$ cat config.mk
export PLATFORM = sky130hd
export DESIGN_NAME = ft_error_detector_flat
export DESIGN_NICKNAME = d
export VERILOG_FILES = /design/src/rtl/ft_error_detector_if.sv /design/src/rtl/ft_error_detector.sv /design/src/flat_wrapper.sv
export SDC_FILE = /design/constraint.sdc
export NUM_CORES = 1
export LEC_CHECK = 0
export CAP_MARGIN = 10
export CORE_MARGIN = 4
export CORE_UTILIZATION = 25
export DETAILED_ROUTE_END_ITERATION = 7
export PLACE_DENSITY = 0.59
export SLEW_MARGIN = 20
export SYNTH_ARGS = -nofsm -noshare
export SYNTH_HDL_FRONTEND = slang
export SYNTH_SLANG_ARGS = --single-unit
$ cat constraint.sdc
create_clock -name clk_i -period 2.56 [get_ports clk_i]
set_input_delay 0.512 -clock clk_i [delete_from_list [all_inputs] [get_ports clk_i]]
set_output_delay 0.512 -clock clk_i [all_outputs]
set_load 0.01 [all_outputs]
$ cat src/rtl/ft_error_detector_if.sv
// Lockstep comparator bus: writeback and PC ports of both cores, the controller
// handshake, and the detector's status outputs.
interface ft_error_detector_if #(
    parameter int DATA_WIDTH = 32,
    parameter int ADDR_WIDTH = 5,
    parameter int CNT_WIDTH  = 8
);
    logic                  enable_i;
    logic                  a_we_i;
    logic [ADDR_WIDTH-1:0] a_addr_i;
    logic [DATA_WIDTH-1:0] a_wdata_i;
    logic                  a_pc_valid_i;
    logic [DATA_WIDTH-1:0] a_pc_i;
    logic                  b_we_i;
    logic [ADDR_WIDTH-1:0] b_addr_i;
    logic [DATA_WIDTH-1:0] b_wdata_i;
    logic                  b_pc_valid_i;
    logic [DATA_WIDTH-1:0] b_pc_i;
    logic                  resume_i;
    logic                  error_o;
    logic                  in_recovery_o;
    logic [1:0]            error_cause_o;
    logic                  error_sticky_o;
    logic [CNT_WIDTH-1:0]  error_count_o;

    modport master (
        output enable_i, a_we_i, a_addr_i, a_wdata_i, a_pc_valid_i, a_pc_i,
        output b_we_i, b_addr_i, b_wdata_i, b_pc_valid_i, b_pc_i, resume_i,
        input  error_o, in_recovery_o, error_cause_o, error_sticky_o, error_count_o
    );

    modport slave (
        input  enable_i, a_we_i, a_addr_i, a_wdata_i, a_pc_valid_i, a_pc_i,
        input  b_we_i, b_addr_i, b_wdata_i, b_pc_valid_i, b_pc_i, resume_i,
        output error_o, in_recovery_o, error_cause_o, error_sticky_o, error_count_o
    );
endinterface

$ cat src/rtl/ft_error_detector.sv
// Dual-lockstep comparator: two-stage registered compare of core A/B writeback
// and PC, followed by an error/recovery/blanking state machine.
module ft_error_detector #(
    parameter int DATA_WIDTH   = 32,
    parameter int ADDR_WIDTH   = 5,
    parameter int CNT_WIDTH    = 8,
    parameter int BLANK_CYCLES = 4
) (
    input  logic                 clk_i,
    input  logic                 rst_i,
    ft_error_detector_if.slave   bus
);
    localparam int BW = $clog2(BLANK_CYCLES + 1);

    typedef enum logic [1:0] {MONITOR, FLAG, RECOVER, BLANK} state_t;

    state_t               state_reg;
    logic [BW-1:0]        blank_reg;
    logic                 error_reg;
    logic                 in_recovery_reg;
    logic [1:0]           cause_reg;
    logic                 sticky_reg;
    logic [CNT_WIDTH-1:0] count_reg;

    logic                  core_we       [2];
    logic [ADDR_WIDTH-1:0] core_addr     [2];
    logic [DATA_WIDTH-1:0] core_wdata    [2];
    logic                  core_pc_valid [2];
    logic [DATA_WIDTH-1:0] core_pc       [2];

    assign core_we[0]       = bus.a_we_i;
    assign core_addr[0]     = bus.a_addr_i;
    assign core_wdata[0]    = bus.a_wdata_i;
    assign core_pc_valid[0] = bus.a_pc_valid_i;
    assign core_pc[0]       = bus.a_pc_i;
    assign core_we[1]       = bus.b_we_i;
    assign core_addr[1]     = bus.b_addr_i;
    assign core_wdata[1]    = bus.b_wdata_i;
    assign core_pc_valid[1] = bus.b_pc_valid_i;
    assign core_pc[1]       = bus.b_pc_i;

    // Stage 1 data capture, one identical register set per core
    genvar gi;
    generate
        for (gi = 0; gi < 2; gi++) begin : g_s1
            logic                  we_reg;
            logic [ADDR_WIDTH-1:0] addr_reg;
            logic [DATA_WIDTH-1:0] wdata_reg;
            logic                  pc_valid_reg;
            logic [DATA_WIDTH-1:0] pc_reg;

            always_ff @(posedge clk_i) begin
                we_reg       <= core_we[gi];
                addr_reg     <= core_addr[gi];
                wdata_reg    <= core_wdata[gi];
                pc_valid_reg <= core_pc_valid[gi];
                pc_reg       <= core_pc[gi];
            end
        end
    endgenerate

    logic s1_valid_reg;
    logic s2_valid_reg;
    logic s2_wb_mis_reg;
    logic s2_pc_mis_reg;
    logic wb_mis;
    logic pc_mis;
    logic flush;
    logic mismatch_q;
    logic take_error;

    // Address and data only matter when both cores actually write
    assign wb_mis = (g_s1[0].we_reg != g_s1[1].we_reg) |
                    (g_s1[0].we_reg & g_s1[1].we_reg &
                     ((g_s1[0].addr_reg != g_s1[1].addr_reg) |
                      (g_s1[0].wdata_reg != g_s1[1].wdata_reg)));
    assign pc_mis = (g_s1[0].pc_valid_reg != g_s1[1].pc_valid_reg) |
                    (g_s1[0].pc_valid_reg & g_s1[1].pc_valid_reg &
                     (g_s1[0].pc_reg != g_s1[1].pc_reg));

    assign flush      = !bus.enable_i || (state_reg == FLAG) || (state_reg == BLANK);
    assign mismatch_q = s2_valid_reg & (s2_wb_mis_reg | s2_pc_mis_reg);
    assign take_error = bus.enable_i && mismatch_q &&
                        ((state_reg == MONITOR) || (state_reg == RECOVER));

    always_ff @(posedge clk_i) begin
        if (rst_i) begin
            s1_valid_reg  <= 1'b0;
            s2_valid_reg  <= 1'b0;
            s2_wb_mis_reg <= 1'b0;
            s2_pc_mis_reg <= 1'b0;
        end else begin
            s1_valid_reg  <= bus.enable_i & !flush;
            s2_valid_reg  <= s1_valid_reg & !flush;
            s2_wb_mis_reg <= wb_mis;
            s2_pc_mis_reg <= pc_mis;
        end
    end

    always_ff @(posedge clk_i) begin
        if (rst_i) begin
            state_reg       <= MONITOR;
            blank_reg       <= '0;
            error_reg       <= 1'b0;
            in_recovery_reg <= 1'b0;
            cause_reg       <= 2'b00;
            sticky_reg      <= 1'b0;
            count_reg       <= '0;
        end else if (!bus.enable_i) begin
            state_reg       <= MONITOR;
            blank_reg       <= '0;
            error_reg       <= 1'b0;
            in_recovery_reg <= 1'b0;
        end else if (take_error) begin
            state_reg       <= FLAG;
            error_reg       <= 1'b1;
            in_recovery_reg <= 1'b1;
            cause_reg       <= {s2_pc_mis_reg, s2_wb_mis_reg};
            sticky_reg      <= 1'b1;
            if (count_reg != {CNT_WIDTH{1'b1}})
                count_reg <= count_reg + CNT_WIDTH'(1);
        end else begin
            error_reg <= 1'b0;
            case (state_reg)
                MONITOR: begin
                    in_recovery_reg <= 1'b0;
                end
                FLAG: begin
                    state_reg       <= RECOVER;
                    in_recovery_reg <= 1'b1;
                end
                RECOVER: begin
                    in_recovery_reg <= 1'b1;
                    if (bus.resume_i) begin
                        state_reg <= BLANK;
                        blank_reg <= BW'(BLANK_CYCLES);
                    end
                end
                BLANK: begin
                    blank_reg <= blank_reg - BW'(1);
                    if (blank_reg == BW'(1)) begin
                        state_reg       <= MONITOR;
                        in_recovery_reg <= 1'b0;
                    end else begin
                        in_recovery_reg <= 1'b1;
                    end
                end
                default: begin
                    state_reg       <= MONITOR;
                    in_recovery_reg <= 1'b0;
                end
            endcase
        end
    end

    assign bus.error_o        = error_reg;
    assign bus.in_recovery_o  = in_recovery_reg;
    assign bus.error_cause_o  = cause_reg;
    assign bus.error_sticky_o = sticky_reg;
    assign bus.error_count_o  = count_reg;
endmodule

$ cat src/flat_wrapper.sv
// flat-port wrapper written by rule: the top's interface ports become plain ports
module ft_error_detector_flat 
#(
    parameter int DATA_WIDTH   = 32,
    parameter int ADDR_WIDTH   = 5,
    parameter int CNT_WIDTH    = 8,
    parameter int BLANK_CYCLES = 4
)
  (clk_i, rst_i, bus_enable_i, bus_a_we_i, bus_a_addr_i, bus_a_wdata_i, bus_a_pc_valid_i, bus_a_pc_i, bus_b_we_i, bus_b_addr_i, bus_b_wdata_i, bus_b_pc_valid_i, bus_b_pc_i, bus_resume_i, bus_error_o, bus_in_recovery_o, bus_error_cause_o, bus_error_sticky_o, bus_error_count_o);
  ft_error_detector_if #(.DATA_WIDTH(DATA_WIDTH), .ADDR_WIDTH(ADDR_WIDTH), .CNT_WIDTH(CNT_WIDTH)) bus_i ();
  input  logic clk_i;
  input  logic rst_i;
  input wire logic [$bits(bus_i.enable_i)-1:0] bus_enable_i;
  input wire logic [$bits(bus_i.a_we_i)-1:0] bus_a_we_i;
  input wire logic [$bits(bus_i.a_addr_i)-1:0] bus_a_addr_i;
  input wire logic [$bits(bus_i.a_wdata_i)-1:0] bus_a_wdata_i;
  input wire logic [$bits(bus_i.a_pc_valid_i)-1:0] bus_a_pc_valid_i;
  input wire logic [$bits(bus_i.a_pc_i)-1:0] bus_a_pc_i;
  input wire logic [$bits(bus_i.b_we_i)-1:0] bus_b_we_i;
  input wire logic [$bits(bus_i.b_addr_i)-1:0] bus_b_addr_i;
  input wire logic [$bits(bus_i.b_wdata_i)-1:0] bus_b_wdata_i;
  input wire logic [$bits(bus_i.b_pc_valid_i)-1:0] bus_b_pc_valid_i;
  input wire logic [$bits(bus_i.b_pc_i)-1:0] bus_b_pc_i;
  input wire logic [$bits(bus_i.resume_i)-1:0] bus_resume_i;
  output wire logic [$bits(bus_i.error_o)-1:0] bus_error_o;
  output wire logic [$bits(bus_i.in_recovery_o)-1:0] bus_in_recovery_o;
  output wire logic [$bits(bus_i.error_cause_o)-1:0] bus_error_cause_o;
  output wire logic [$bits(bus_i.error_sticky_o)-1:0] bus_error_sticky_o;
  output wire logic [$bits(bus_i.error_count_o)-1:0] bus_error_count_o;
  assign bus_i.enable_i = bus_enable_i;
  assign bus_i.a_we_i = bus_a_we_i;
  assign bus_i.a_addr_i = bus_a_addr_i;
  assign bus_i.a_wdata_i = bus_a_wdata_i;
  assign bus_i.a_pc_valid_i = bus_a_pc_valid_i;
  assign bus_i.a_pc_i = bus_a_pc_i;
  assign bus_i.b_we_i = bus_b_we_i;
  assign bus_i.b_addr_i = bus_b_addr_i;
  assign bus_i.b_wdata_i = bus_b_wdata_i;
  assign bus_i.b_pc_valid_i = bus_b_pc_valid_i;
  assign bus_i.b_pc_i = bus_b_pc_i;
  assign bus_i.resume_i = bus_resume_i;
  assign bus_error_o = bus_i.error_o;
  assign bus_in_recovery_o = bus_i.in_recovery_o;
  assign bus_error_cause_o = bus_i.error_cause_o;
  assign bus_error_sticky_o = bus_i.error_sticky_o;
  assign bus_error_count_o = bus_i.error_count_o;
  ft_error_detector #(.DATA_WIDTH(DATA_WIDTH), .ADDR_WIDTH(ADDR_WIDTH), .CNT_WIDTH(CNT_WIDTH), .BLANK_CYCLES(BLANK_CYCLES)) u_core (.clk_i(clk_i), .rst_i(rst_i), .bus(bus_i));
endmodule
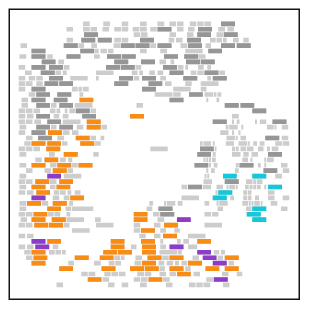
run_1/registers.png
Drawn at 2 px/µm. Other sequential cells in the stronger grey, the rest of the logic in the fainter grey.
legend:
  cyan:
    netlist_name: u_core.bus.error_count_o
    placed_flops: 8
  purple:
    netlist_name: u_core.g_s1.addr_reg
    placed_flops: 10
  orange:
    netlist_name: u_core.g_s1.wdata_reg
    placed_flops: 64
not coloured: 82
Final Util: 39.05%
Storage cell area: 3283 µm²
Seq area share: 46.48%
Seq. pwr: 2.73 mW

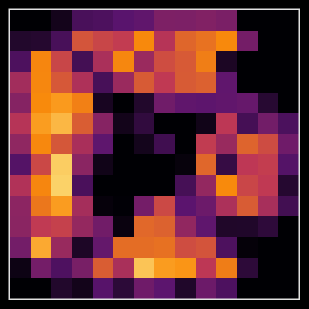
run_1/density.png
Drawn at 2 px/µm. 14 x 14 tiles, from black (low) to pale yellow (high), 0 to 100% covered.
densest ninth of the die: west
fullest tile: 90%
tiles over 75% full: 5.1%
nearly empty tiles: 20%
CORE AREA: 18090 µm²
Initial Util: 25.67%

==> flow_summary.toml, run 1 <==
# yosys + openroad results
[setup_path]
cpMaxStageDelayCell = "clkdlybuf4s50_1"
crit-reg2reg-launch = "u_core.state_reg[0]"
arrival_ns = 1.42
startpoint = "u_core.bus.error_count_o[2]"
timing.rr.end = "u_core.bus.error_count_o[7]"
crit_path_max_incr_delay_ns = 0.58
crit_fanout = 6
rr_worst_depth = 7
crit_family = "buffers and inverters"
path_depth = 1
r2r_slack_ns = 0.72
critPathBufInv = 1
end_kind = "output pin"
crit_path_end = "bus_error_count_o[2]"
crit_chain = "clkdlybuf4s50_1"
critical_path_class = "reg -> out"
start_kind = "flop"
cp.required_ns = 2.05

[timing]
drv_slew = 0
fin_setup_tns_ns = 0
rsz0062_at_grt = "false"
worstMarginPinSlew_ns = 0.4502
min_period_ns = 1.931
finalClockSkew_ns = 0.01789
hold_viol = 0
min_period_over_period_pct = 75.43
setup_viol = 0
relSlewSlack_pct = 69.71
fmax_mhz = 517.9
fin_ws_ns = 0.6290
fin_hold_ws_ns = 0.4336

[finish]
clock_buffers = 18
dominant_cells = "flip-flops and latches"
final_cell_mix = "164 x dfxtp_1, 158 x clkdlybuf4s50_1, 54 x xor2_1, 21 x xnor2_1, 18 x nor2_1"
drive_above_1_share_pct = 7.103
logic_area_um2 = 1309
design.seq.count = 164
finish.net_count = 679
clock_area_share_pct = 8.060
mostFrequentLayoutCell = "dfxtp_1"
buf_share_pct = 22.50
comb_cells = 173
antenna_cells = 0
inv_count = 7
buffers = 159
fillers = 1678
stdcell_count = 764
stdcell_area_um2 = 7063
sh_comb_area_pct = 18.53
syn_to_final_growth_pct = 52.16

[pwr]
seqPwrFrac_pct = 49.9
internal_power_mw = 4.310
p_total_mw = 5.466
p_comb_mw = 0.337
irDropWorstVdd_uv = 415.3
power-top-group = "sequential cells"
p_clk_mw = 2.40
clkPwrFrac_pct = 43.9
pwr-share-comb_pct = 6.2
p_leak_nw = 2.792
swShare_pct = 21.16
powerDensity_nw_per_um2 = 773.9

[clocking]
htree_levels = 4
cts_setup_buffers = 0
hold_buffers = 0
cts_tree = "built"
clockBufferDepth = 2
cts_buffers = 17
insertion_delay_ns = 0.42
cts-root-buf = "clkbuf_16"
postCtsResizedCells = 0
clk_pin_slew_ns = 0.06
cts_sinks = 164

[run]
tool_warnings = 32
drv_cap = 0

[synth]
yosysUniqueCellTypes = 32
yosysWarnings = 0
top_cell = "dfxtp_1"
top_area_share_pct = 70.73
ys_cells = 348
syn_inst = 348
ys_chip_area_um2 = 4642
ff_type = "dfxtp_1"
yosys-top-cells-count = "164 x dfxtp_1, 54 x xor2_1, 21 x xnor2_1"
synth.area.top_cells = "dfxtp_1 71%, xor2_1 10%, xnor2_1 4.0%, ha_1 3.0%, nor4_1 1.9%"
synth.avg_cell_area_um2 = 13.34
edf_count = 0
synth_seq_share_pct = 70.73
syn-cell-area_um2 = 4642
ys.flops = 164
async_flop_share_pct = 0

[drt]
ant_nets = 0
wire_per_inst_um = 12.34
vias = 2917
wl_mm = 9.428
drt_iter0_drc = 64
dr.pass1.iters = 4
viasPerCell = 3.818

[hold_path]
holdPathEnd = "u_core.s2_valid_reg"
whs_path_depth = 1
worstHoldStart = "u_core.s1_valid_reg"

[run_status]
outcome = "finished clean"

[floorplan]
dieArea_um2 = 20810
die_h_um = 144.3
die_x_um = 144.3
pin_count = 159
taps = 229
rows = 49

[global_routing]
gr-total-overflow = 0
grt_antenna_before_repair = 0
grt_pass1_vias = 3212
grt_pass1_wl_mm = 15.03
grtUsageTotal_pct = 9.490
grt_max_degree = 17

[placement]
place_hpwl_mm = 7.555
dpl_cell_area_um2 = 6494
dp_cells = 732
dp_slack_ns = 0.3764
routabilityCongestion = 0.7486
io_buffers = 158
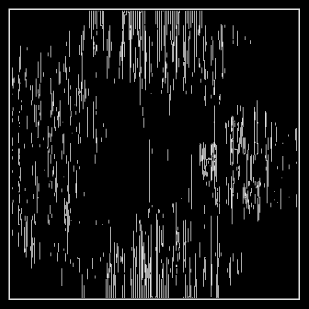
run_1/met2.png
Drawn at 2 px/µm.
main direction: vertical
nets with wire on the layer: 557
wire length on this layer: 4780 µm
share of all routed wire: 51%
longest straight run: 46.4 µm

## run 1: routing by layer
metal	GRT usage, %	vias up	share of wire (%)	routed length, µm
met5	0	-	0	0
met4	4.320	0	2.0	190
met3	4.365	23	7.5	705
met2	15.73	107	51	4782
met1	10.42	1291	40	3751
li1	-	1496	-	-
## run 1: cells by family after synthesis
logic type | Yosys count | synth area share [%]
AOI/OAI and AO/OA | 17 | 2.372
buffers and inverters | 11 | 1.078
muxes | 5 | 1.105
adders and majority gates | 11 | 2.965
xor gates and xnor gates | 75 | 14.15
and+or+nand+nor | 65 | 7.601
DFF | 164 | 70.73
run_1/drive_strength.png
Drawn at 3 px/µm.
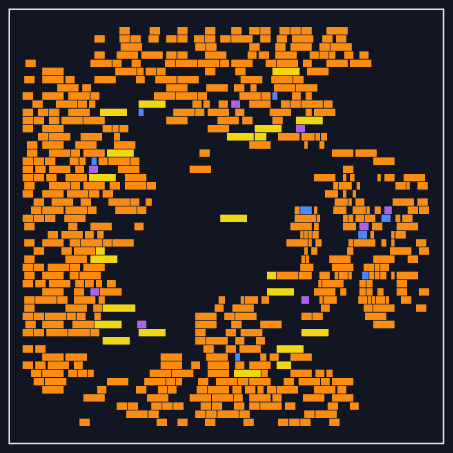

## Run 2: what changed since run 1
==> constraint.sdc (replaced) <==
create_clock -name clk_i -period 2 [get_ports clk_i]
set_input_delay 0.4 -clock clk_i [delete_from_list [all_inputs] [get_ports clk_i]]
set_output_delay 0.4 -clock clk_i [all_outputs]
set_load 0.01 [all_outputs]
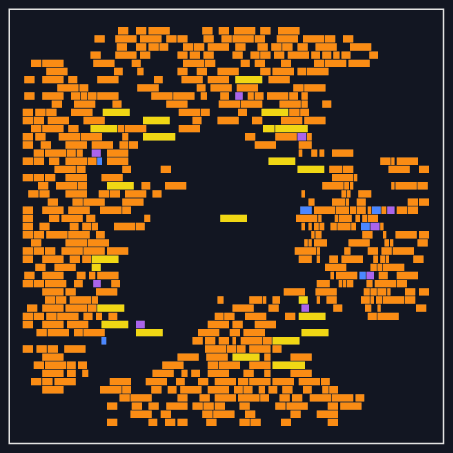
run_2/drive_strength.png
Drawn at 3 px/µm.
legend:
  purple:
    size: drive 3 to 4
    cells: 9
    share: 1.7%
  orange:
    size: drive 1 or less
    cells: 498
    share: 93%
  yellow:
    size: drive 6 and up
    cells: 23
    share: 4.3%
  blue:
    size: drive 2
    cells: 6
    share: 1.1%

==> run 2 against run 1 <==
  * Clock power up 37%
  * First-iteration DRC count increased by 36%
  * Sequential cell count unchanged
  * Synthesized cell count did not move
  * Die area is the same
  * Global-route usage is 0.29 points lower
  * Area after synthesis is the same
  * Count of clock-buffer cells in the layout is the same
  * Critical path depth rose by 6
  * Critical path type is now reg -> reg
  * Largest cell class unchanged
==> flow_summary.toml, run 2 <==
# yosys + openroad results
[run_status]
outcome = "finished clean"

[finish]
stdcell_count = 765
logic_area_um2 = 1309
regArea_um2 = 3283
fillers = 1700
final_cell_mix = "164 x dfxtp_1, 158 x clkdlybuf4s50_1, 54 x xor2_1, 21 x xnor2_1, 18 x nor2_1"
fin_util_pct = 39.30
dominant_cells = "flip-flops and latches"
mostFrequentLayoutCell = "dfxtp_1"
stdcell_area_um2 = 7108
antenna_cells = 0
clock_buffers = 18
syn_to_final_growth_pct = 53.13
sh_seq_area_pct = 46.19
sh_comb_area_pct = 18.41

[setup_path]
arrival_ns = 2.21
start_kind = "flop"
crit_chain = "inv_1, ha_1, or2_4, a21oi_2, nand2_1, mux2_2, nor2_1"
end_kind = "flop"
critical_path_class = "reg -> reg"
crit_family = "simple AND/OR/NAND/NOR gates"
rr_worst_depth = 7
crit_fanout = 5
cpMaxStageDelayCell = "dfxtp_1"
critPathBufInv = 1

[timing]
min_period_ns = 1.858
finalClockSkew_ns = 0.005833
fin_setup_tns_ns = 0
relSlewSlack_pct = 71.72
min_period_over_period_pct = 92.89
drv_slew = 0
setup_viol = 0
worstMarginPinSlew_ns = 0.4204
hold_viol = 0
rsz0062_at_grt = "false"
fin_ws_ns = 0.1423

[pwr]
pwr-share-comb_pct = 6.0
irDropWorstVdd_uv = 518.8
clkPwrFrac_pct = 45.6
p_clk_mw = 3.29
internal_power_mw = 5.737
power-top-group = "sequential cells"
powerDensity_nw_per_um2 = 1015
swShare_pct = 20.47
seqPwrFrac_pct = 48.4
p_total_mw = 7.213
pg_seq_mw = 3.49
p_leak_nw = 2.804

[synth]
ys_cells = 348
syn_inst = 348
synth_seq_share_pct = 70.73
top_cell = "dfxtp_1"
syn-cell-area_um2 = 4642
async_flop_share_pct = 0
yosysWarnings = 0
ys_chip_area_um2 = 4642
synth.area.top_cells = "dfxtp_1 71%, xor2_1 10%, xnor2_1 4.0%, ha_1 3.0%, nor4_1 1.9%"
muxShareOfSynthArea_pct = 1.105
top_logic_kind = "XOR/XNOR gates"
synth.avg_cell_area_um2 = 13.34
synthXorXnorAreaFrac_pct = 14.15
ys_sh_adder_pct = 2.965
yosysUniqueCellTypes = 32
ff_type = "dfxtp_1"
yosys-top-cells-count = "164 x dfxtp_1, 54 x xor2_1, 21 x xnor2_1"
synth-simple-area-share_pct = 7.601
edf_count = 0

[clocking]
cts_sinks = 164
clockBufferDepth = 2
insertion_delay_ns = 0.41
cts_tree = "built"
cts_buffers = 17
clk_pin_slew_ns = 0.07
postCtsResizedCells = 0
cts_setup_buffers = 0
cts-root-buf = "clkbuf_16"

[hold_path]
whs_path_depth = 1
holdPathEnd = "u_core.s2_valid_reg"
worstHoldStart = "u_core.s1_valid_reg"

[drt]
wl_mm = 9.370
vias = 2903
wire_per_inst_um = 12.25
top_layer = "met4"
drt-met1-wl_mm = 3.840
viasPerCell = 3.795
dr.pass1.iters = 3
dr_wl_met2_mm = 4.757
ant_nets = 0
wl_met3_um = 632

[placement]
dp_slack_ns = 0.06914
dp_cells = 733
dpl_cell_area_um2 = 6501
io_buffers = 158

[global_routing]
grtUsageMet1_pct = 9.957
grt_pass1_vias = 3189
grt_pass1_wl_mm = 14.47
gr-total-overflow = 0
grt_max_degree = 17
grt_antenna_before_repair = 0
grt_util_met2_pct = 15.61
busiest_layer = "met2"

[floorplan]
taps = 229
die_x_um = 144.3
fp_util_pct = 25.67
rows = 49
pin_count = 159

[run]
tool_warnings = 32
drv_cap = 0
## run 2: worst max-delay path by stage
| stage | start | end | slack [ns] | cells after the start |
|---|---|---|---|---|
| after detailed placement | bus_enable_i | u_core.bus.error_count_o[5] | 0.07 | 7 |
| after global placement | bus_enable_i | u_core.bus.error_count_o[4] | 0.11 | 7 |
| final | u_core.state_reg[0] | u_core.blank_reg[0] | 0.14 | 7 |
| after CTS | u_core.bus.error_count_o[3] | bus_error_count_o[3] | 0.13 | 1 |
| after global routing | u_core.state_reg[0] | u_core.blank_reg[0] | 0.05 | 7 |
| after floorplan | u_core.state_reg[0] | u_core.bus.error_count_o[7] | 0.38 | 8 |
run_2/final_congestion.png
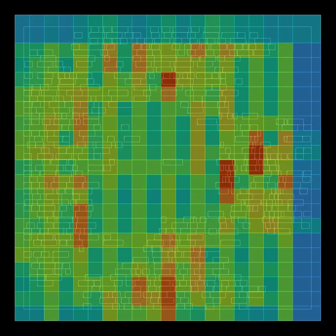

## Run 3: what changed since run 2
--- a/config.mk
+++ b/config.mk
@@ -5,11 +5,12 @@
 export SDC_FILE = /design/constraint.sdc
 export NUM_CORES = 1
 export LEC_CHECK = 0
+export ABC_AREA = 0
 export CAP_MARGIN = 10
 export CORE_MARGIN = 4
-export CORE_UTILIZATION = 25
+export CORE_UTILIZATION = 44
 export DETAILED_ROUTE_END_ITERATION = 7
-export PLACE_DENSITY = 0.59
+export PLACE_DENSITY = 0.88
 export SLEW_MARGIN = 20
 export SYNTH_ARGS = -nofsm -noshare
 export SYNTH_HDL_FRONTEND = slang
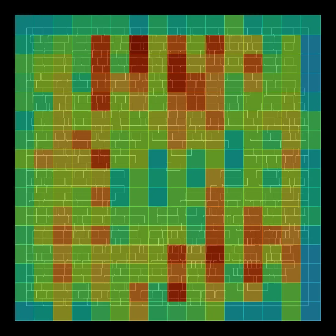
run_3/final_congestion.png
WL/cell: 15.00 µm
met1 usage: 16.21%
Final Util: 67.60%
Tot GR Track Use: 17.07%
routing usage on met2: 32.40%

==> run 3 against run 2 <==
  * Hold slack got worse by 0.11 ns
  * Clock power fell by 7.6%
  * Sequential share of layout area increased by 1.1 points
  * Utilization up 28 points
  * Maximum frequency down 2.7%
  * First-iteration DRC count fell by 38%
  * Cell count fell by 12%
  * Global-route usage rose by 7.9 points
  * Critical endpoint is now bus_error_count_o[4]
  * Clock skew increased by 0.0041 ns
  * Sequential power is essentially flat
==> flow_summary.toml, run 3 <==
# yosys + openroad results
[pwr]
p_leak_nw = 2.786
p_total_mw = 6.981
internal_power_mw = 5.449
irDropWorstVdd_uv = 661.2
seqPwrFrac_pct = 50.1
powerDensity_nw_per_um2 = 1005
swShare_pct = 21.94

[synth]
top_logic_kind = "XOR/XNOR gates"
yosysUniqueCellTypes = 32
yosys-top-cells-count = "164 x dfxtp_1, 54 x xor2_1, 21 x xnor2_1"
ys.flops = 164
synth.area.top_cells = "dfxtp_1 71%, xor2_1 10%, xnor2_1 4.0%, ha_1 3.0%, nor4_1 1.9%"
synth.avg_cell_area_um2 = 13.34
top_cell = "dfxtp_1"
aoi_share_pct = 2.372
synthXorXnorAreaFrac_pct = 14.15
yosysWarnings = 0
async_flop_share_pct = 0
ys_chip_area_um2 = 4642
synth-simple-area-share_pct = 7.601
synth_seq_share_pct = 70.73
edf_count = 0
ff_type = "dfxtp_1"
top_area_share_pct = 70.73
ys_cells = 348
ys_sh_adder_pct = 2.965

[placement]
routabilityCongestion = 0.7950
io_buffers = 158
place_hpwl_mm = 7.615

[clocking]
cts_buffers = 17
htree_levels = 4
cts_setup_buffers = 0
hold_buffers = 0
clockBufferDepth = 2
insertion_delay_ns = 0.52
cts-root-buf = "clkbuf_8"

[global_routing]
gr-total-overflow = 0
grt_pass1_wl_mm = 16.24
grt_antenna_before_repair = 0
grt_pass1_vias = 3431
grt_max_degree = 17

[finish]
final_cell_mix = "162 x dfxtp_1, 158 x clkdlybuf4s50_1, 54 x xor2_1, 21 x xnor2_1, 18 x nor2_1"
syn_to_final_growth_pct = 49.68
mostFrequentLayoutCell = "dfxtp_1"
stdcell_area_um2 = 6948
regArea_um2 = 3286
drive_above_1_share_pct = 7.290
fillers = 770
comb_cells = 173
finish.net_count = 680
sh_seq_area_pct = 47.29
logic_area_um2 = 1309
antenna_cells = 0
sh_comb_area_pct = 18.84
design.seq.count = 164
dominant_cells = "flip-flops and latches"
inv_count = 7
buf_share_pct = 22.98

[timing]
worstMarginPinSlew_ns = 0.3621
fin_setup_tns_ns = 0
hold_viol = 0
relSlewSlack_pct = 75.63
rsz0062_at_grt = "false"
fin_ws_ns = 0.08999
fmax_mhz = 523.6
min_period_over_period_pct = 95.50
setup_viol = 0
drv_slew = 0
finalClockSkew_ns = 0.009925
min_period_ns = 1.910

[drt]
wl_mm = 10.07
viasPerCell = 4.459
drt_iter0_drc = 54
dr.pass1.iters = 4
vias = 2992

[setup_path]
start_kind = "flop"
crit-reg2reg-launch = "u_core.state_reg[0]"
cpMaxStageDelayCell = "clkdlybuf4s50_1"
crit_chain = "clkdlybuf4s50_1"
rr_worst_depth = 7
r2r_slack_ns = 0.18
crit_path_end = "bus_error_count_o[4]"
path_depth = 1
critical_path_class = "reg -> out"
crit_fanout = 5
startpoint = "u_core.bus.error_count_o[4]"
cp.required_ns = 1.60
crit_family = "buffers and inverters"
arrival_ns = 1.51

[floorplan]
fp_util_pct = 45.17
rows = 37
pin_count = 159
taps = 136
die_h_um = 110.7
dieArea_um2 = 12260
die_x_um = 110.7
core_um2 = 10280

[hold_path]
whs_path_depth = 1
holdPathEnd = "u_core.g_s1[0].wdata_reg[8]"

[run]
tool_warnings = 32
drv_cap = 0

[run_status]
outcome = "finished clean"
## run 3: cell counts after synthesis
No cell type changed its count.
## run 3: repair_timing
action                                  in CTS  in global routing
resized                                      0                  2
endpoints found under the hold margin        0                  0
endpoints found under the setup margin       0                  2
## run 3: per-layer routing
| metal | GRT usage [%] | routed length [µm] | vias up |
|---|---|---|---|
| li1 | - | - | 1504 |
| met4 | 8.210 | 287 | 0 |
| met2 | 32.40 | 5491 | 110 |
| met5 | 0 | 0 | - |
| met3 | 5.841 | 625 | 25 |
| met1 | 16.21 | 3664 | 1353 |
## run 3: power groups by stage
stage,sequential (mW),combinational [mW],clock (mW)
after floorplan,3.56,0.124,0
after global placement,3.56,0.426,0
after detailed placement,3.57,0.439,0
after CTS,3.50,0.447,3.10
after global routing,3.51,0.475,3.26
final,3.50,0.440,3.04
No activity file was given, so power comes from the tool's default toggle rates.
